==> src/rtl/sysid_pkg.sv <==
// sysid_pkg
// Shared constants for the system-ID/uptime slave: register word offsets,
// CTRL bit positions, CONFIG field positions and a helper that builds the
// CONFIG word from the instance parameters.
package sysid_pkg;

    // Register word offsets on the Avalon-MM slave
    localparam logic [2:0] OFF_ID        = 3'd0;
    localparam logic [2:0] OFF_TIMESTAMP = 3'd1;
    localparam logic [2:0] OFF_VERSION   = 3'd2;
    localparam logic [2:0] OFF_UPTIME_LO = 3'd3;
    localparam logic [2:0] OFF_UPTIME_HI = 3'd4;
    localparam logic [2:0] OFF_SCRATCH   = 3'd5;
    localparam logic [2:0] OFF_CTRL      = 3'd6;
    localparam logic [2:0] OFF_CONFIG    = 3'd7;

    // CTRL register bit positions
    localparam int CTRL_FREEZE = 0;
    localparam int CTRL_CLEAR  = 1;
    localparam int CTRL_OVF    = 8;

    // CONFIG register field positions
    localparam int CFG_WIDTH_LSB    = 0;
    localparam int CFG_PRESCALE_LSB = 16;

    // CONFIG = {PRESCALE[15:0], 8'd0, UPTIME_WIDTH[7:0]}
    function automatic logic [31:0] config_word(input int prescale, input int width);
        logic [31:0] w;
        w = '0;
        w[CFG_PRESCALE_LSB +: 16] = prescale[15:0];
        w[CFG_WIDTH_LSB    +: 8]  = width[7:0];
        return w;
    endfunction

endpackage

==> src/rtl/sysid_prescaled_counter.sv <==
// sysid_prescaled_counter
// Free-running uptime counter advanced once every PRESCALE enabled clocks.
// Ports:
//   clock      in   system clock
//   reset_n    in   asynchronous active-low reset
//   en         in   count enable (prescaler and counter hold when low)
//   clr        in   synchronous clear of prescaler and counter, beats increment
//   count      out  current uptime value
//   wrap_pulse out  high on the edge where the counter wraps from all-ones to 0
module sysid_prescaled_counter #(
    parameter int WIDTH    = 64,
    parameter int PRESCALE = 1
) (
    input  logic             clock,
    input  logic             reset_n,
    input  logic             en,
    input  logic             clr,
    output logic [WIDTH-1:0] count,
    output logic             wrap_pulse
);

    localparam logic [15:0] PRESCALE_LAST = 16'(PRESCALE - 1);

    logic [15:0]      presc_q;
    logic [WIDTH-1:0] count_q;
    logic             tick;

    assign tick       = en && (presc_q == PRESCALE_LAST);
    // A clear on the same edge suppresses the increment, so no wrap either
    assign wrap_pulse = tick && !clr && (&count_q);
    assign count      = count_q;

    always_ff @(posedge clock or negedge reset_n) begin
        if (!reset_n) begin
            presc_q <= '0;
            count_q <= '0;
        end else if (clr) begin
            presc_q <= '0;
            count_q <= '0;
        end else if (en) begin
            if (tick) begin
                presc_q <= '0;
                count_q <= count_q + WIDTH'(1);
            end else begin
                presc_q <= presc_q + 16'd1;
            end
        end
    end

endmodule

==> src/rtl/niosii_system_sysid_ext.sv <==
// niosii_system_sysid_ext
// System-ID / uptime slave on the Avalon-MM interconnect. Returns build ID,
// timestamp and version, and exposes a prescaled uptime counter with a
// coherent 64-bit readout, a scratch register and a control/status register.
// Ports:
//   clock          in   system clock
//   reset_n        in   asynchronous active-low reset
//   address        in   word offset (0..7)
//   read           in   read strobe
//   write          in   write strobe
//   writedata      in   write data
//   readdata       out  registered read data, holds when readdatavalid is low
//   readdatavalid  out  high one cycle after an accepted read
module niosii_system_sysid_ext
    import sysid_pkg::*;
#(
    parameter logic [31:0] ID_VALUE     = 32'd1490891566,
    parameter logic [31:0] TIMESTAMP    = 32'd0,
    parameter logic [31:0] VERSION      = 32'h0001_0000,
    parameter int          UPTIME_WIDTH = 64,
    parameter int          PRESCALE     = 1
) (
    input  logic        clock,
    input  logic        reset_n,
    input  logic [2:0]  address,
    input  logic        read,
    input  logic        write,
    input  logic [31:0] writedata,
    output logic [31:0] readdata,
    output logic        readdatavalid
);

    localparam logic [31:0] CONFIG_VALUE = config_word(PRESCALE, UPTIME_WIDTH);

    logic [UPTIME_WIDTH-1:0] uptime;
    logic [63:0]             uptime_ext;
    logic                    wrap_pulse;
    logic [31:0]             shadow;
    logic [31:0]             scratch;
    logic                    freeze;
    logic                    ovf;
    logic                    write_ok;
    logic                    ctrl_write;
    logic                    clear_pulse;
    logic [31:0]             ctrl_word;
    logic [31:0]             read_mux;

    // A read in the same cycle as a write takes priority; the write is dropped
    assign write_ok    = write && !read;
    assign ctrl_write  = write_ok && (address == OFF_CTRL);
    assign clear_pulse = ctrl_write && writedata[CTRL_CLEAR];
    // Zero-extend so bits above the counter width read as 0
    assign uptime_ext  = 64'(uptime);

    sysid_prescaled_counter #(
        .WIDTH    (UPTIME_WIDTH),
        .PRESCALE (PRESCALE)
    ) u_counter (
        .clock      (clock),
        .reset_n    (reset_n),
        .en         (!freeze),
        .clr        (clear_pulse),
        .count      (uptime),
        .wrap_pulse (wrap_pulse)
    );

    always_comb begin
        ctrl_word              = '0;
        ctrl_word[CTRL_FREEZE] = freeze;
        ctrl_word[CTRL_OVF]    = ovf;
    end

    always_comb begin
        read_mux = '0;
        case (address)
            OFF_ID:        read_mux = ID_VALUE;
            OFF_TIMESTAMP: read_mux = TIMESTAMP;
            OFF_VERSION:   read_mux = VERSION;
            OFF_UPTIME_LO: read_mux = uptime_ext[31:0];
            OFF_UPTIME_HI: read_mux = shadow;
            OFF_SCRATCH:   read_mux = scratch;
            OFF_CTRL:      read_mux = ctrl_word;
            OFF_CONFIG:    read_mux = CONFIG_VALUE;
            default:       read_mux = '0;
        endcase
    end

    // Read pipeline. Reading UPTIME_LO captures the upper half on the same
    // edge, so a following UPTIME_HI read forms a coherent pair.
    always_ff @(posedge clock or negedge reset_n) begin
        if (!reset_n) begin
            readdata      <= '0;
            readdatavalid <= 1'b0;
            shadow        <= '0;
        end else begin
            readdatavalid <= read;
            if (read) begin
                readdata <= read_mux;
                if (address == OFF_UPTIME_LO) begin
                    shadow <= uptime_ext[63:32];
                end
            end
        end
    end

    // Writable state. A wrap on the same edge as an OVF write-1-clear keeps OVF set.
    always_ff @(posedge clock or negedge reset_n) begin
        if (!reset_n) begin
            scratch <= '0;
            freeze  <= 1'b0;
            ovf     <= 1'b0;
        end else begin
            if (write_ok && (address == OFF_SCRATCH)) begin
                scratch <= writedata;
            end
            if (ctrl_write) begin
                freeze <= writedata[CTRL_FREEZE];
            end
            if (wrap_pulse) begin
                ovf <= 1'b1;
            end else if (ctrl_write && writedata[CTRL_OVF]) begin
                ovf <= 1'b0;
            end
        end
    end

endmodule

==> config.mk <==
export PLATFORM = sky130hd
export DESIGN_NAME = niosii_system_sysid_ext
export DESIGN_NICKNAME = d
export VERILOG_FILES = /design/src/rtl/sysid_pkg.sv /design/src/rtl/sysid_prescaled_counter.sv /design/src/rtl/niosii_system_sysid_ext.sv
export SDC_FILE = /design/constraint.sdc
export NUM_CORES = 1
export LEC_CHECK = 0
export CAP_MARGIN = 20
export CORE_MARGIN = 2
export CORE_UTILIZATION = 40
export DETAILED_ROUTE_END_ITERATION = 10
export GPL_TIMING_DRIVEN = 0
export PLACE_DENSITY = 0.61
export SETUP_SLACK_MARGIN = 0.3
export SLEW_MARGIN = 20
export SYNTH_ARGS = -nofsm -noshare
export SYNTH_HDL_FRONTEND = slang
export SYNTH_SLANG_ARGS = --single-unit
==> constraint.sdc <==
create_clock -name clock -period 3.3 [get_ports clock]
set_input_delay 0.66 -clock clock [delete_from_list [all_inputs] [get_ports clock]]
set_output_delay 0.66 -clock clock [all_outputs]
set_load 0.01 [all_outputs]
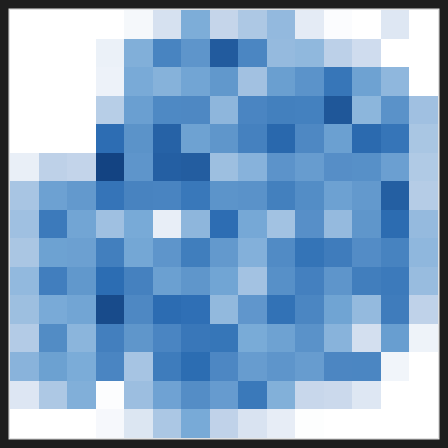
Figure 1: cell density map.
The die is cut into 15 by 15 equal tiles; white is low, dark blue is high, 0 to 100% covered.
The fullest tile reaches 92%. The mean over all tiles is 44%. The emptiest ninth of the die: north-west.
fp util: 0.408
total core area: 21,100 sq um
final core occ: 0.489

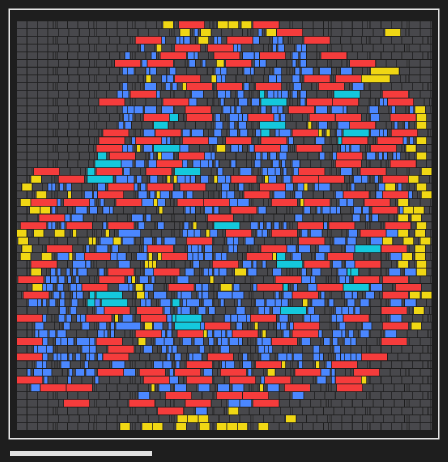
Figure 2: placement by cell class.
Bar = 50 um. Fill, decap, tap and diode cells in gray.
clock drivers and dummy loads: shown in cyan, cells 32. other buffers and delay cells: shown in yellow, cells 126. all other logic: shown in blue, cells 603. flip-flops: shown in red, cells 179.
row count: 53
sequential share of cell area: 0.435

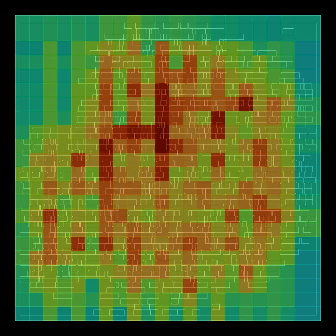
Figure 3: routing congestion map.
met1 usage: 0.327
met3 usage: 0.0455
GR Util met2: 0.346
routed len/inst: 20.2 um
global route hottest layer: met2

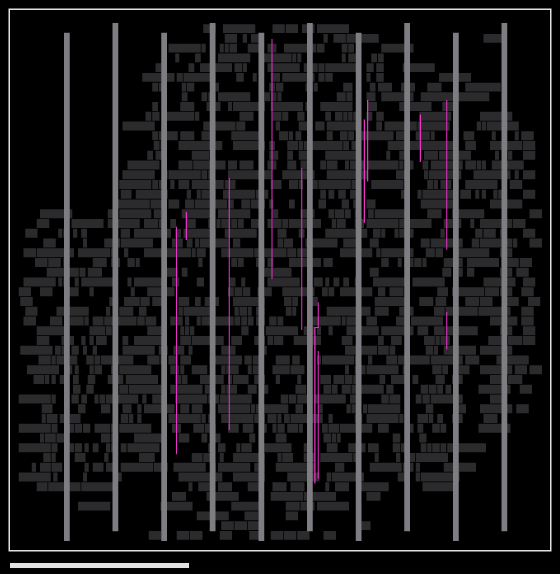
Figure 4: the metal 4 layer.
Bar = 50 um. Supply wires on this layer in gray. Cells faint in the background.
10 nets have wire on it. The layer holds 1.8% of the routed length. The longest straight run is 70.0 um. The layer carries 455 um of wire. The wires run mostly vertical.
Vias: 6,985
Post-Route WL: 24,600 um

==> GITHUB_STEP_SUMMARY <==
### Yosys + OpenROAD results

| Metric | Value |
|---|---|
| First-pass GRT wire length | around 38,000 um |
| Grt total ovfl | 0 |
| Latency at later pin | between 0.4 and 0.5 ns |
| Iteration-0 DRC Markers | approximately 560 |
| Max Buffers Root-to-Sink | 2 |
| Number of flops mapped to enable cells by yosys | 0 |
| Ys Warns | 0 |
| Number of cells in Yosys stat | roughly 830 |
| Unrepaired setup endpoints after global routing | false |
| Hold Fails Final Rpt | 0 |
| Chip width | 151 um |
| Yosys Chip Area | around 8600 sq um |
| Cycle use final | 0.871 |
| Final Power | around 6.7 mW |
| CTS tree | yes |
| CTS root buf | clkbuf_16 |
| Async SR Flop Fraction | 1.00 |
| Post-CTS Setup Bufs | 0 |
| Non-Filler Instances | roughly 1,200 |
| Tool warnings | 27 |
| Worst EP arrival | 3.17 ns |
| Synth Flop Type | dfrtp_1 |
| Clock Skew | roughly 0.013 ns |
| Synth Seq Share | 0.520 |
| Post-CTS Hold Fix Bufs | 0 |
| Max Slew Vio Count | 0 |
| Hold_ws | approximately 0.095 ns |
| Filler instances | around 2,000 |
| CP Capture Type | flop |
| Worst Path Max Fanout | 10 |
| Post-DRT Antenna Nets | 0 |
| Max-area cell share | 0.520 |
| Mux frac, synth | 0.0785 |
| Placed Area | a little under 10,000 sq um |
| Slew headroom | 0.516 |
| Synth area leader | dfrtp_1 |
| Cell Type Count | between 50 and 60 |
| Clock slew at reported path FFs | roughly 0.07 ns |
| Top cells by count | dfrtp_1, nor2_1, mux2_2 |
| Initial antenna violation count | 0 |
| Cells after Synth | between 800 and 900 |
| Setup slack after layout | 0.427 ns |
| Hpwl dp | around 18,000 um |
| Post-Syn Area per Cell | 10.3 sq um |
| Area Growth Syn to Fin | 19.7% |
| LEAKAGE | a little over 4 nW |
| Vias in the first global route | around 6,700 |
| Hold Crit Class | input port to asynchronous set/reset pin |
| Post-synthesis adder-cell area fraction | 0.00436 |
| Yosys top cell by instances | dfrtp_1 |
| Net Count, Synth | between 800 and 900 |
| Chip area | 22,700 sq um |
| Fin crit period | about 2.9 ns |
| Max Clock Freq | roughly 350 MHz |
| Slew @ Worst Pin | ~0.72 ns |
| Post-cts sizing count | 1 |
| Basic Gates by Area | 0.181 |
| Max rail drop VDD | roughly 340 uV |
| # clock sinks | approximately 180 |
| Share of layout cells above drive strength 1 | 0.131 |
| Io pins | between 70 and 80 |
| Main area contributors | dfrtp_1, mux2_2, nor2_1 |
| Nets | around 970 |
| First-pass iteration count of the detailed router | 5 |
| Run status | finished, final reports clean |
| Vias per cell | between 5 and 6 |
| Number of max-cap violations | 0 |
| Complex-gate fraction of the synthesized area | 0.144 |
| Port Buffers | about 70 |
| TritonCTS Buffers | 17 |
| Place WS | 0.0201 ns |
| Post-synth regs | roughly 180 |
| Remaining DRCs | 0 |
| Xor/xnor share | 0.0305 |
| WP data required | ~3.6 ns |
| Post-Place Cells | between 1,000 and 1,500 |
| Top logic family | simple AND/OR/NAND/NOR gates |
| WS Path Type | flop to flop |
| Die H | ~150 um |
| GRT Total Usage | 0.226 |
| CP startpoint kind | flop |
| Ant diodes | 0 |
| Routability congestion estimate | about 0.87 |
| Largest net degree at the start of global routing | 75 |
| H-tree level count | 4 |
| Post-Syn Area | 8610 sq um |
| Cell area after layout | ~10,000 sq um |
| Power Density | approximately 650 nW/um^2 |
| Final setup vio count | 0 |
[layer usage]
| metal | up-vias | global-route usage | routed length [um] |
|---|---|---|---|
| met2 | 223 | 0.346 | 11200 |
| met1 | 3477 | 0.327 | 11500 |
| met5 | - | 0 | 0 |
| li1 | 3259 | - | - |
| met3 | 26 | 0.0455 | 1390 |
| met4 | 0 | 0.0617 | 454 |
[flip-flops by register name, summed over array words and instances (netlist names)]
| register | count |
|---|---|
| freeze | 1 |
| readdatavalid | 1 |
| shadow | 32 |
| u_counter.count | 64 |
| scratch | 32 |
| readdata | 32 |
| ovf | 1 |
| u_counter.presc_q | 16 |
[path summary, 6_finish.rpt]
path	startpoint	depth (start not counted)	endpoint	slack [ns]
min in group clock	shadow[4]$_DFFE_PN0P_	2	shadow[4]$_DFFE_PN0P_	0.49
max reg2reg	u_counter.presc_q[0]$_DFFE_PN0P_	9	u_counter.count[49]$_DFFE_PN0P_	0.43
max	u_counter.presc_q[0]$_DFFE_PN0P_	9	u_counter.count[49]$_DFFE_PN0P_	0.43
max in group asynchronous	reset_n	3	u_counter.count[15]$_DFFE_PN0P_	2.17
min reg2reg	shadow[4]$_DFFE_PN0P_	2	shadow[4]$_DFFE_PN0P_	0.49
min	reset_n	1	readdata[20]$_DFFE_PN0P_	0.09
[cell usage in the layout, fill, tap and decap left out, types with 17 or more instances in the layout]
cell	synthesis	final
o31ai_1	19	17
dfrtp_1	179	179
nand3_1	29	29
nand2_1	49	49
nor2_1	69	69
nand4_1	23	23
xnor2_1	23	23
clkbuf_16	0	17
mux2_2	60	60
clkbuf_1	41	41
a22o_1	28	28
a21oi_1	49	49
inv_1	35	35
clkdlybuf4s50_1	0	69
nor4_1	20	20
or3_1	26	26
o21ai_0	38	38
or4_1	18	18
[area by class of cell]
class | count | area [sq um] | area share
timing repair buffer | 76 | 791 | 0.0767
sequential | 179 | 4480 | 0.435
clock inverter | 11 | 80.1 | 0.00777
multi-input combinational | 568 | 3800 | 0.369
buffer | 50 | 225 | 0.0219
clock buffer | 21 | 450 | 0.0437
tap | 275 | 344 | 0.0334
inverter | 35 | 131 | 0.0128
[report_power, final]
part           internal (mW)  total [mW]  leakage, nW  switching, mW
sequential              2.74        3.29         2.17          0.553
clock                  0.986        1.87        0.250          0.887
combinational          0.717        1.51         1.67          0.793
total                   4.44        6.67         4.10           2.23
[critical path, cell delays in order (launching register included)]
cell      delay (ns)
dfrtp_1         0.43
inv_1           0.09
ha_1            0.17
or4b_1          0.51
nor4_1          0.30
nand4_1         0.28
clkbuf_2        0.31
clkbuf_2        0.28
o31ai_1         0.26
a21oi_1         0.10
[through the flow]
stage / util / TNS [ns]
4_1_cts: 0.487 / 0
2_1_floorplan: - / 0
6_report: 0.489 / 0
3_3_place_gp: 0.458 / -1109.38
3_5_place_dp: 0.462 / 0
5_1_grt: 0.489 / 0
[kinds of logic (layout without fill, tap and decap cells)]
family	count (synthesis)	after routing
AND-OR/OR-AND	189	189
XOR/XNOR	30	30
adder cells (fa/ha/maj)	3	3
buffers and inverters	85	193
flip-flops	179	179
multiplexers	60	60
AND/OR/NAND/NOR	286	286
No activity file was given, so power comes from the tool's default toggle rates.
